Fig. 1: run 1, selected gate families
Drawn at 6 px/um.
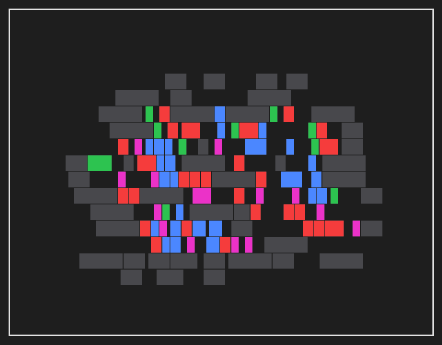
Fig. 2: run 1, nets reached from selected ports
Drawn at 6 px/um.
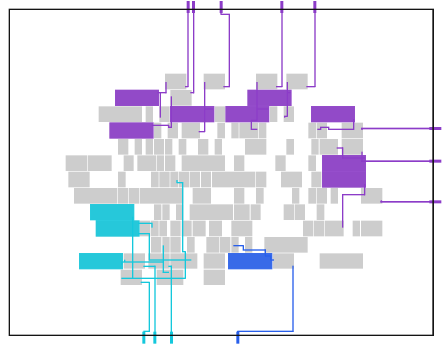
Fig. 3: run 1, track usage over the die
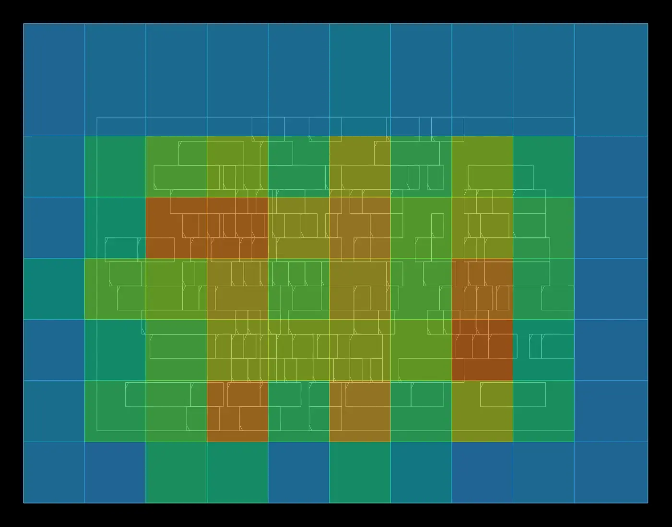
Fig. 4: run 1, sequential cells colored by netlist name
Drawn at 6 px/um. Other sequential cells in the stronger gray, the rest of the logic in the fainter gray.
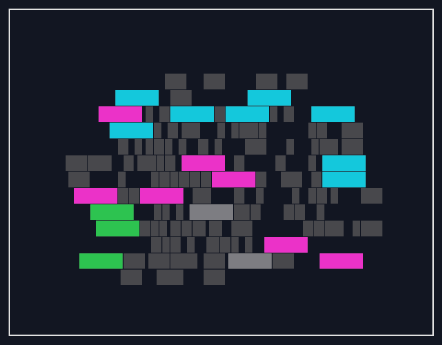
$ cat src/rtl/sipo_word_assembler_pkg.sv
// Shared definitions for the serial-to-parallel word assembler: output FSM
// state encodings and the default word width.
package sipo_word_assembler_pkg;

  localparam int DEFAULT_WIDTH = 8;
  localparam int MIN_WIDTH     = 2;
  localparam int MAX_WIDTH     = 32;

  typedef enum logic {
    ST_EMPTY = 1'b0,
    ST_FULL  = 1'b1
  } out_state_e;

endpackage : sipo_word_assembler_pkg

$ cat src/rtl/sipo_word_assembler_shift_reg.sv
// Shift register and bit counter. It assembles WIDTH serial bits and flags
// the cycle in which the last bit of a word is accepted.
module sipo_shift_reg
  import sipo_word_assembler_pkg::*;
#(
  parameter int WIDTH     = DEFAULT_WIDTH,
  parameter bit MSB_FIRST = 1'b1,
  parameter int CNT_W     = $clog2(WIDTH)
) (
  input  logic             clk,
  input  logic             rst,
  input  logic             clear,
  input  logic             bit_in,
  input  logic             bit_valid,
  output logic [CNT_W-1:0] bit_count,
  output logic [WIDTH-1:0] word_next,
  output logic             word_done
);

  localparam logic [CNT_W-1:0] LAST_IDX = CNT_W'(WIDTH - 1);

  logic [WIDTH-1:0] sr;

  // word_next is the register value after this cycle's shift, so the top
  // level can capture a completed word on the same edge that accepts its
  // last bit.
  always_comb begin
    if (MSB_FIRST) begin
      word_next = {sr[WIDTH-2:0], bit_in};
    end else begin
      word_next = {bit_in, sr[WIDTH-1:1]};
    end
  end

  assign word_done = bit_valid && (bit_count == LAST_IDX);

  always_ff @(posedge clk) begin
    if (rst || clear) begin
      sr        <= '0;
      bit_count <= '0;
    end else if (bit_valid) begin
      sr <= word_next;
      if (word_done) begin
        bit_count <= '0;
      end else begin
        bit_count <= bit_count + CNT_W'(1);
      end
    end
  end

endmodule : sipo_shift_reg

$ cat src/rtl/sipo_word_assembler.sv
// Serial-to-parallel word assembler with a one-entry output holding register,
// a valid/ready output handshake and a sticky overflow flag.
module sipo_word_assembler
  import sipo_word_assembler_pkg::*;
#(
  parameter int WIDTH     = DEFAULT_WIDTH,
  parameter bit MSB_FIRST = 1'b1,
  parameter int CNT_W     = $clog2(WIDTH)
) (
  input  logic             clk,
  input  logic             rst,
  input  logic             bit_in,
  input  logic             bit_valid,
  input  logic             clear,
  output logic [WIDTH-1:0] word_out,
  output logic             word_valid,
  input  logic             word_ready,
  output logic             overflow,
  output logic [CNT_W-1:0] bit_count
);

  if (WIDTH < MIN_WIDTH || WIDTH > MAX_WIDTH) begin : g_width_check
    $error("sipo_word_assembler: WIDTH must be in 2..32");
  end

  logic [WIDTH-1:0] word_next;
  logic             word_done;

  out_state_e state;
  out_state_e state_next;
  logic       load_word;
  logic       set_overflow;

  sipo_shift_reg #(
    .WIDTH    (WIDTH),
    .MSB_FIRST(MSB_FIRST),
    .CNT_W    (CNT_W)
  ) u_shift_reg (
    .clk      (clk),
    .rst      (rst),
    .clear    (clear),
    .bit_in   (bit_in),
    .bit_valid(bit_valid),
    .bit_count(bit_count),
    .word_next(word_next),
    .word_done(word_done)
  );

  // Handshake: a word transfers on any edge where word_valid && word_ready.
  // word_out is stable while word_valid is high; word_ready is a don't-care
  // when word_valid is low. A completion while a word is pending and not
  // being taken is dropped and recorded in overflow.
  always_comb begin
    state_next   = state;
    load_word    = 1'b0;
    set_overflow = 1'b0;
    case (state)
      ST_EMPTY: begin
        if (word_done) begin
          load_word  = 1'b1;
          state_next = ST_FULL;
        end
      end
      ST_FULL: begin
        if (word_done) begin
          if (word_ready) begin
            load_word = 1'b1;
          end else begin
            set_overflow = 1'b1;
          end
        end else if (word_ready) begin
          state_next = ST_EMPTY;
        end
      end
      default: state_next = ST_EMPTY;
    endcase
  end

  always_ff @(posedge clk) begin
    if (rst || clear) begin
      state    <= ST_EMPTY;
      word_out <= '0;
      overflow <= 1'b0;
    end else begin
      state <= state_next;
      if (load_word) begin
        word_out <= word_next;
      end
      if (set_overflow) begin
        overflow <= 1'b1;
      end
    end
  end

  // The valid flag is the FSM state itself, which also serves as the
  // observable state of the output stage.
  assign word_valid = (state == ST_FULL);

endmodule : sipo_word_assembler

$ cat config.mk
export PLATFORM = sky130hd
export DESIGN_NAME = sipo_word_assembler
export DESIGN_NICKNAME = d
export VERILOG_FILES = /design/src/rtl/sipo_word_assembler_pkg.sv /design/src/rtl/sipo_word_assembler_shift_reg.sv /design/src/rtl/sipo_word_assembler.sv
export SDC_FILE = /design/constraint.sdc
export NUM_CORES = 1
export LEC_CHECK = 0
export ABC_AREA = 1
export CAP_MARGIN = 20
export CORE_ASPECT_RATIO = 0.7
export CORE_MARGIN = 8
export CORE_UTILIZATION = 41
export CTS_BUF_LIST = sky130_fd_sc_hd__clkbuf_2
export CTS_CLUSTER_DIAMETER = 40
export DETAILED_ROUTE_END_ITERATION = 6
export PLACE_DENSITY = 0.73
export SYNTH_ARGS = -nofsm -noshare
export SYNTH_HDL_FRONTEND = slang
export SYNTH_SLANG_ARGS = --single-unit
$ cat constraint.sdc
create_clock -name clk -period 2.8 [get_ports clk]
set_input_delay 0.84 -clock clk [delete_from_list [all_inputs] [get_ports clk]]
set_output_delay 0.84 -clock clk [all_outputs]
set_load 0.01 [all_outputs]
==> tab_implementation.tex, run 1 <==
% Synthesis and place-and-route results
\begin{tabular}{lr}
\hline
Metric & Value \\
\hline
\multicolumn{2}{l}{\textbf{Routing}} \\
Total via count after detailed routing & just under 700 \\
Detailed route wirelength on metal2 & 726 um \\
First-iteration detailed-routing DRC count & 23 \\
Highest layer used for signal routing & met4 \\
\multicolumn{2}{l}{\textbf{Power}} \\
Sw frac & 24.0\% \\
Post-route total power & 0.000439 W \\
Clock power frac & 25.9\% \\
Reported leakage power & 0.368 nW \\
Sw Pwr & 0.000105 W \\
\multicolumn{2}{l}{\textbf{Worst setup path}} \\
Reg2reg start & u\_shift\_reg.bit\_count[0] \\
CP delay by family, top & buffers and inverters \\
Kind of end point of the critical path & output port \\
Critical setup path kind & flop to output port \\
RR Endpoint & word\_out[5] \\
Data arrival time of the critical path & 1.28 ns \\
Cell-by-cell trace of the critical path & clkdlybuf4s50\_1 \\
\multicolumn{2}{l}{\textbf{Global route}} \\
Residual overflow from global routing & 0 \\
Via count of the first global-routing pass & 639 \\
Global-route met1 utilization & 9.31\% \\
\multicolumn{2}{l}{\textbf{Floorplan}} \\
Placeable core area & approximately 1900 um\^{}2 \\
Die span in y & around 54 um \\
Die Area & 3810 um\^{}2 \\
\multicolumn{2}{l}{\textbf{Status}} \\
Run status & finished clean \\
\multicolumn{2}{l}{\textbf{Yosys}} \\
Tally of unique sky130hd cells used after synthesis & 19 \\
Post-synth EDFFs & 0 \\
YS chip area & around 850 um\^{}2 \\
Yosys Instances & 103 \\
Cell with the most instances after synthesis & sky130\_fd\_sc\_hd\_\_dfxtp\_1 \\
Area fraction in mux cells & 0\% \\
Registers, synthesis & 20 \\
Post-Synth Adder-Cell Area & slightly below 3\% \\
Post-Syn Area & 850 um\^{}2 \\
Cell type with the largest total area after synthesis & sky130\_fd\_sc\_hd\_\_dfxtp\_1 \\
\multicolumn{2}{l}{\textbf{CTS}} \\
\# resized after CTS & 0 \\
Buffer levels on the longest clock path & 2 \\
Clk\_lat worst skew & 0.31 ns \\
Number of buffers added for setup after CTS & 0 \\
\multicolumn{2}{l}{\textbf{Final layout}} \\
Share of post-route cells with drive strength above 1 & between 10 and 15\% \\
Count of sequential standard cells & 20 \\
Clock Network Area Fraction & 1.45\% \\
Count of buffers not belonging to the clock network in the layout & 19 \\
Number of diodes & 0 \\
FF+latch area & between 400 and 500 um\^{}2 \\
Total area of multi-input combinational cells & 348 um\^{}2 \\
\multicolumn{2}{l}{\textbf{Timing}} \\
Max Fclk & 472 MHz \\
Final sum of negative setup slack & 0 ns \\
\multicolumn{2}{l}{\textbf{Placement}} \\
Post-placement cell area & 1020 um\^{}2 \\
\hline
\end{tabular}
Notes on Fig. 1 above:
legend:
  inverters:
    color: magenta
    cells: 14
    most_used: inv_1
    where: middle
  inverting AOI/OAI gates:
    color: red
    cells: 27
    most_used: a21oi_1
    where: middle
  NAND gates:
    color: blue
    cells: 25
    most_used: nand2_1
    where: middle
  NOR gates:
    color: green
    cells: 10
    most_used: nor2_1
    where: middle

Notes on Fig. 2 above:
legend:
  bit_count:
    color: cyan
    direction: output
    end_cells: 3
    buffers: 3
    wire: 103 um
  overflow:
    color: blue
    direction: output
    end_cells: 1
    buffers: 1
    wire: 29.3 um
  word_out:
    color: purple
    direction: output
    end_cells: 8
    buffers: 8
    wire: 172 um

Notes on Fig. 3 above:
core utilization of the finished layout: 54.4%
total routing resource utilization after global routing: 8.67%
met3 routing resource usage after global routing: 4.22%
busiest metal layer after global routing: met2
average wire length per cell after detail routing: 11.0 um

Notes on Fig. 4 above:
legend:
  u_shift_reg.bit_count:
    color: green
    placed_flops: 3
  u_shift_reg.sr:
    color: magenta
    placed_flops: 7
  word_out:
    color: cyan
    placed_flops: 8

-- run 1: cells in the final DEF (no fill, tap or decap), drive strengths merged, types with 2 or more instances in the layout --
cell and count:
clkdlybuf4s50 18, nand2 14, a21oi 20, clkbuf 3, inv 13, nand3 10
ha 2, nor2 10, dfxtp 20, o21ai 7
-- run 1: how the worst max path moves through the flow --
stage	start	slack [ns]	cells after the start	endpoint
2_1_floorplan	word_ready	1.35	5	word_out[2]
3_3_place_gp	bit_valid	0.77	6	word_out[5]
3_5_place_dp	bit_valid	0.75	6	word_out[5]
4_1_cts	u_shift_reg.bit_count[0]	0.66	1	bit_count[0]
5_1_grt	u_shift_reg.bit_count[0]	0.59	1	bit_count[0]
6_report	u_shift_reg.bit_count[0]	0.68	1	bit_count[0]
==> inputs of run 2 (changes only) <==
- PLACE_DENSITY: 0.73 -> 0.76
- clock period: 2.8 -> 1.7 ns (I/O delays scaled with it)
Fig. 5: run 2, track usage over the die
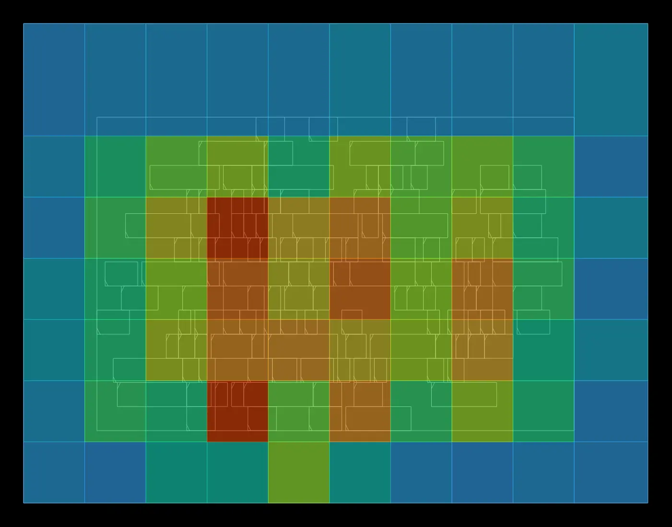
global-route met1 utilization: 9.84%
core utilization of the finished layout: 56.2%
met2 track demand over resource in global routing: 16.8%
average wire length per cell after detail routing: 11.4 um
total routing resource utilization after global routing: 9.34%

Fig. 6: run 2, nets reached from selected ports
Drawn at 6 px/um.
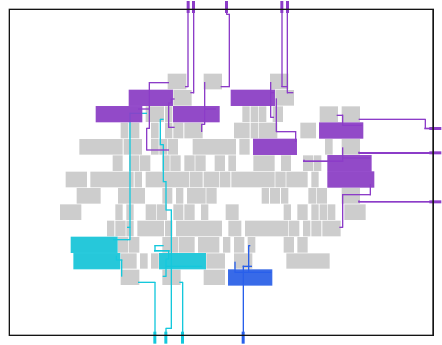
legend:
  word_out:
    color: purple
    direction: output
    end_cells: 8
    buffers: 8
    wire: 193 um
  bit_count:
    color: cyan
    direction: output
    end_cells: 3
    buffers: 3
    wire: 106 um
  overflow:
    color: blue
    direction: output
    end_cells: 1
    buffers: 1
    wire: 24.7 um

==> run 2 against run 1 <==
  * Sequential share of layout area shrank 0.40 points
  * Critical path depth did not move
  * Register-to-register slack worse by 1.2 ns
  * Synthesized cell count unchanged
  * Critical path type unchanged
  * Hold slack better by 0.00076 ns
  * Cell count is 4.2% higher
  * Setup slack worse by 0.49 ns
  * Combinational power rose by 86%
==> tab_implementation.tex, run 2 <==
% Synthesis and place-and-route results
\begin{tabular}{lr}
\hline
Metric & Value \\
\hline
\multicolumn{2}{l}{\textbf{Yosys}} \\
Tally of unique sky130hd cells used after synthesis & 19 (unchanged) \\
Yosys Instances & 103 (unchanged) \\
Post-Syn Area & 850 um\^{}2 (unchanged) \\
Cell type with the largest total area after synthesis & sky130\_fd\_sc\_hd\_\_dfxtp\_1 (unchanged) \\
Registers, synthesis & 20 (unchanged) \\
Xor+xnor area frac & 0\% (unchanged) \\
Post-Synth Adder-Cell Area & 2.95\% (unchanged) \\
Area fraction in mux cells & 0\% (unchanged) \\
YS chip area & 850 um\^{}2 (unchanged) \\
Post-synth EDFFs & 0 (unchanged) \\
\multicolumn{2}{l}{\textbf{Final layout}} \\
Most frequently placed logic cells in the final layout & sky130\_fd\_sc\_hd\_\_a21oi\_1 (16), sky130\_fd\_sc\_hd\_\_inv\_1 (13), sky130\_fd\_sc\_hd\_\_dlygate4sd2\_1 (13), sky130\_fd\_sc\_hd\_\_dfxtp\_1 (13), sky130\_fd\_sc\_hd\_\_nand2\_1 (12) (was sky130\_fd\_sc\_hd\_\_dfxtp\_1 (20), sky130\_fd\_sc\_hd\_\_clkdlybuf4s50\_1 (18), sky130\_fd\_sc\_hd\_\_a21oi\_1 (16), sky130\_fd\_sc\_hd\_\_inv\_1 (13), sky130\_fd\_sc\_hd\_\_nand2\_1 (12)) \\
Total area of multi-input combinational cells & 348 um\^{}2 (unchanged) \\
Number of diodes & 0 (unchanged) \\
Clock Network Area Fraction & 1.75\% (was 1.45\%) \\
FF+latch area & 409 um\^{}2 (was 400 um\^{}2) \\
Count of buffers not belonging to the clock network in the layout & 24 (was 19) \\
Most common cell after layout, fill and taps aside & sky130\_fd\_sc\_hd\_\_a21oi\_1 (was sky130\_fd\_sc\_hd\_\_dfxtp\_1) \\
Count of sequential standard cells & 20 (unchanged) \\
Share of post-route cells with drive strength above 1 & 21.4\% (was 12.5\%) \\
\multicolumn{2}{l}{\textbf{CTS}} \\
\# resized after CTS & 20 (was 0) \\
Clk\_lat worst skew & 0.32 ns (was 0.31 ns) \\
Buffer levels on the longest clock path & 2 (unchanged) \\
Number of buffers added for setup after CTS & 2 (was 0) \\
CTS Hold Buffers Added & 0 (unchanged) \\
\multicolumn{2}{l}{\textbf{Floorplan}} \\
IO Pins & 19 (unchanged) \\
Die Area & 3810 um\^{}2 (unchanged) \\
Die span in y & 54.1 um (unchanged) \\
Placeable core area & 1900 um\^{}2 (unchanged) \\
\multicolumn{2}{l}{\textbf{Status}} \\
Run status & finished clean (unchanged) \\
\multicolumn{2}{l}{\textbf{Routing}} \\
First-iteration detailed-routing DRC count & 44 (was 23) \\
Total via count after detailed routing & 739 (was 689) \\
\multicolumn{2}{l}{\textbf{Global route}} \\
Residual overflow from global routing & 0 (unchanged) \\
Via count of the first global-routing pass & 663 (was 639) \\
Busiest metal layer after global routing & met2 (unchanged) \\
\multicolumn{2}{l}{\textbf{Worst setup path}} \\
Cell-by-cell trace of the critical path & dlygate4sd2\_1 (was clkdlybuf4s50\_1) \\
Number of gates on the worst path with buffers counted & 1 (unchanged) \\
Timing startpoint of the critical path & u\_shift\_reg.bit\_count[1] (was u\_shift\_reg.bit\_count[0]) \\
Data arrival time of the critical path & 1.00 ns (was 1.28 ns) \\
Worst setup path end & bit\_count[1] (was bit\_count[0]) \\
CP delay by family, top & flip-flops (was buffers and inverters) \\
RR Endpoint & word\_out[5] (unchanged) \\
\multicolumn{2}{l}{\textbf{Power}} \\
Sw frac & 24.9\% (was 24.0\%) \\
Clock power frac & 27.0\% (was 25.9\%) \\
Reported leakage power & 0.461 nW (was 0.368 nW) \\
\multicolumn{2}{l}{\textbf{Placement}} \\
Post-placement cell area & 1040 um\^{}2 (was 1020 um\^{}2) \\
\hline
\end{tabular}
## run 2: netlist changes by cell type in the layout (fill, tap and decap cells not counted), sizes merged
cell           before  now
clkinv              1    2
dlygate4sd2         0   13
clkdlybuf4s50      18    5
buf                 1    6
## run 2: per-stage QoR
step                setup slack (ns)  hold slack (ns)  power (W)
detailed placement            0.0126            0.446   0.000550
global placement              0.0440            0.441   0.000548
finish                         0.188            0.469   0.000742
global route                   0.127            0.497   0.000770
CTS                            0.202            0.469   0.000744
floorplan                      0.366            0.438   0.000523
## run 2: layer usage
metal	vias to the layer above	part of all wire, %
met2	17	49
met1	341	45
met3	2	4.9
met5	-	0
li1	379	-
met4	0	1.1
==> inputs of run 3 (changes only) <==
- PLACE_DENSITY: 0.76 -> 0.7
Fig. 7: run 3, nets reached from selected ports
Drawn at 6 px/um.
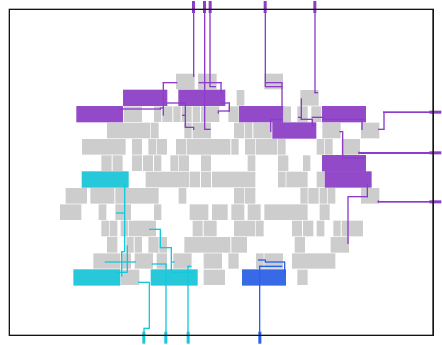
legend:
  bit_count:
    color: cyan
    direction: output
    end_cells: 3
    buffers: 3
    wire: 79.7 um
  word_out:
    color: purple
    direction: output
    end_cells: 8
    buffers: 8
    wire: 193 um
  overflow:
    color: blue
    direction: output
    end_cells: 1
    buffers: 1
    wire: 21.5 um

Fig. 8: run 3, track usage over the die
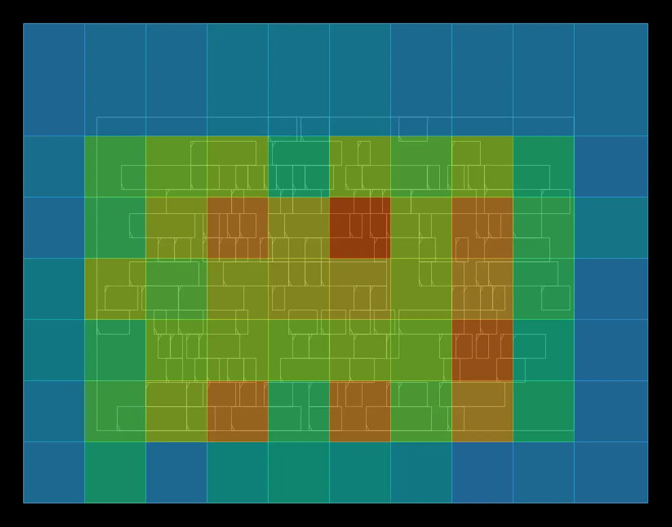
average wire length per cell after detail routing: 11.3 um
core utilization of the finished layout: 56.1%
met3 routing resource usage after global routing: 3.85%
global-route met1 utilization: 10.2%
met2 track demand over resource in global routing: 16.3%

==> run 3 against run 2 <==
  * Clock-buffer cell count did not move
  * Die area unchanged
  * Maximum frequency up 2.2%
  * Critical path depth unchanged
  * Non-clock buffer count is 2 lower
  * Largest cell class unchanged
  * Setup slack improved by 0.033 ns
  * Sequential power barely moved
  * Highest routed layer unchanged
  * Register-to-register slack worse by 0.02 ns
  * Combinational power increased by 3%
  * Utilization down 0.13 points
  * Synthesized area unchanged
  * Global-route usage up 0.064 points
==> tab_implementation.tex, run 3 <==
% Synthesis and place-and-route results
\begin{tabular}{lr}
\hline
Metric & Value \\
\hline
\multicolumn{2}{l}{\textbf{Yosys}} \\
Xor+xnor area frac & 0\% (unchanged) \\
Yosys Instances & 103 (unchanged) \\
Cell type with the largest total area after synthesis & sky130\_fd\_sc\_hd\_\_dfxtp\_1 (unchanged) \\
Tally of unique sky130hd cells used after synthesis & 19 (unchanged) \\
Area fraction in mux cells & 0\% (unchanged) \\
Registers, synthesis & 20 (unchanged) \\
Cell with the most instances after synthesis & sky130\_fd\_sc\_hd\_\_dfxtp\_1 (unchanged) \\
YS chip area & 850 um\^{}2 (unchanged) \\
Post-Synth Adder-Cell Area & 2.95\% (unchanged) \\
Post-Syn Area & 850 um\^{}2 (unchanged) \\
\multicolumn{2}{l}{\textbf{Timing}} \\
Worst path setup slack after routing & 0.221 ns (was 0.188 ns) \\
Max Fclk & 676 MHz (was 661 MHz) \\
Final sum of negative setup slack & 0 ns (unchanged) \\
Actual slew at the worst max-slew pin & 0.372 ns (was 0.363 ns) \\
Hold\_ws & 0.465 ns (was 0.469 ns) \\
\multicolumn{2}{l}{\textbf{Global route}} \\
Via count of the first global-routing pass & 678 (was 663) \\
Total routing resource utilization after global routing & 9.40\% (was 9.34\%) \\
Residual overflow from global routing & 0 (unchanged) \\
\multicolumn{2}{l}{\textbf{Placement}} \\
Post-placement cell area & 1050 um\^{}2 (was 1040 um\^{}2) \\
Pre-CTS setup slack & 0.0371 ns (was 0.0126 ns) \\
\multicolumn{2}{l}{\textbf{Power}} \\
Sw Pwr & 0.000178 W (was 0.000185 W) \\
Sw frac & 24.1\% (was 24.9\%) \\
Post-route total power & 0.000737 W (was 0.000742 W) \\
Reported leakage power & 0.454 nW (was 0.461 nW) \\
Clock power frac & 26.2\% (was 27.0\%) \\
\multicolumn{2}{l}{\textbf{Worst setup path}} \\
Number of gates on the worst path with buffers counted & 1 (unchanged) \\
RR Endpoint & word\_out[2] (was word\_out[5]) \\
Reg2reg start & u\_shift\_reg.bit\_count[0] (unchanged) \\
Cell-by-cell trace of the critical path & dlygate4sd2\_1 (unchanged) \\
Kind of end point of the critical path & output port (unchanged) \\
Critical setup path kind & flop to output port (unchanged) \\
CP delay by family, top & flip-flops (unchanged) \\
Startpoint class of the critical path & flop (unchanged) \\
Data arrival time of the critical path & 0.97 ns (was 1.00 ns) \\
Buffering stage count on the worst path with inverters included & 1 (unchanged) \\
Timing startpoint of the critical path & word\_valid (was u\_shift\_reg.bit\_count[1]) \\
Worst setup path end & word\_valid (was bit\_count[1]) \\
\multicolumn{2}{l}{\textbf{CTS}} \\
Clk\_lat worst skew & 0.31 ns (was 0.32 ns) \\
Buffer levels on the longest clock path & 2 (unchanged) \\
\multicolumn{2}{l}{\textbf{Floorplan}} \\
IO Pins & 19 (unchanged) \\
Die span in y & 54.1 um (unchanged) \\
Die Area & 3810 um\^{}2 (unchanged) \\
\multicolumn{2}{l}{\textbf{Status}} \\
Run status & finished clean (unchanged) \\
\multicolumn{2}{l}{\textbf{Routing}} \\
Total via count after detailed routing & 732 (was 739) \\
First-iteration detailed-routing DRC count & 59 (was 44) \\
\multicolumn{2}{l}{\textbf{Final layout}} \\
Most common cell after layout, fill and taps aside & sky130\_fd\_sc\_hd\_\_a21oi\_1 (unchanged) \\
Number of diodes & 0 (unchanged) \\
Most frequently placed logic cells in the final layout & sky130\_fd\_sc\_hd\_\_a21oi\_1 (16), sky130\_fd\_sc\_hd\_\_inv\_1 (13), sky130\_fd\_sc\_hd\_\_dlygate4sd2\_1 (13), sky130\_fd\_sc\_hd\_\_dfxtp\_1 (13), sky130\_fd\_sc\_hd\_\_nand2\_1 (12) (unchanged) \\
Share of post-route cells with drive strength above 1 & 20.2\% (was 21.4\%) \\
\multicolumn{2}{l}{\textbf{Worst hold path}} \\
Hold Crit Class & flop to flop (unchanged) \\
\hline
\end{tabular}
[run 3: final cells by class]
type | count | area, um^2 | share of cell area [%]
inverter | 14 | 57.6 | 5.39
clock inverter | 1 | 3.75 | 0.352
sequential | 20 | 409 | 38.3
tap | 22 | 27.5 | 2.58
clock buffer | 3 | 15.0 | 1.41
multi-input combinational | 64 | 348 | 32.6
timing repair buffer | 22 | 206 | 19.3
[run 3: metal layers]
layer  vias to the layer above  GRT usage, %  share of wire (%)
met4                         0          3.99                1.2
met3                         2          3.85                5.4
li1                        380             -                  -
met5                         -             0                  0
met2                        11          16.3                 48
met1                       339          10.2                 45
[run 3: timing repair]
action / 4_1_cts / 5_1_grt
hold buffers: 0 / 0
setup buffers: 1 / 0
resized: 20 / 0
endpoints found under the setup margin: 13 / 0
No activity file was given, so power comes from the tool's default toggle rates.
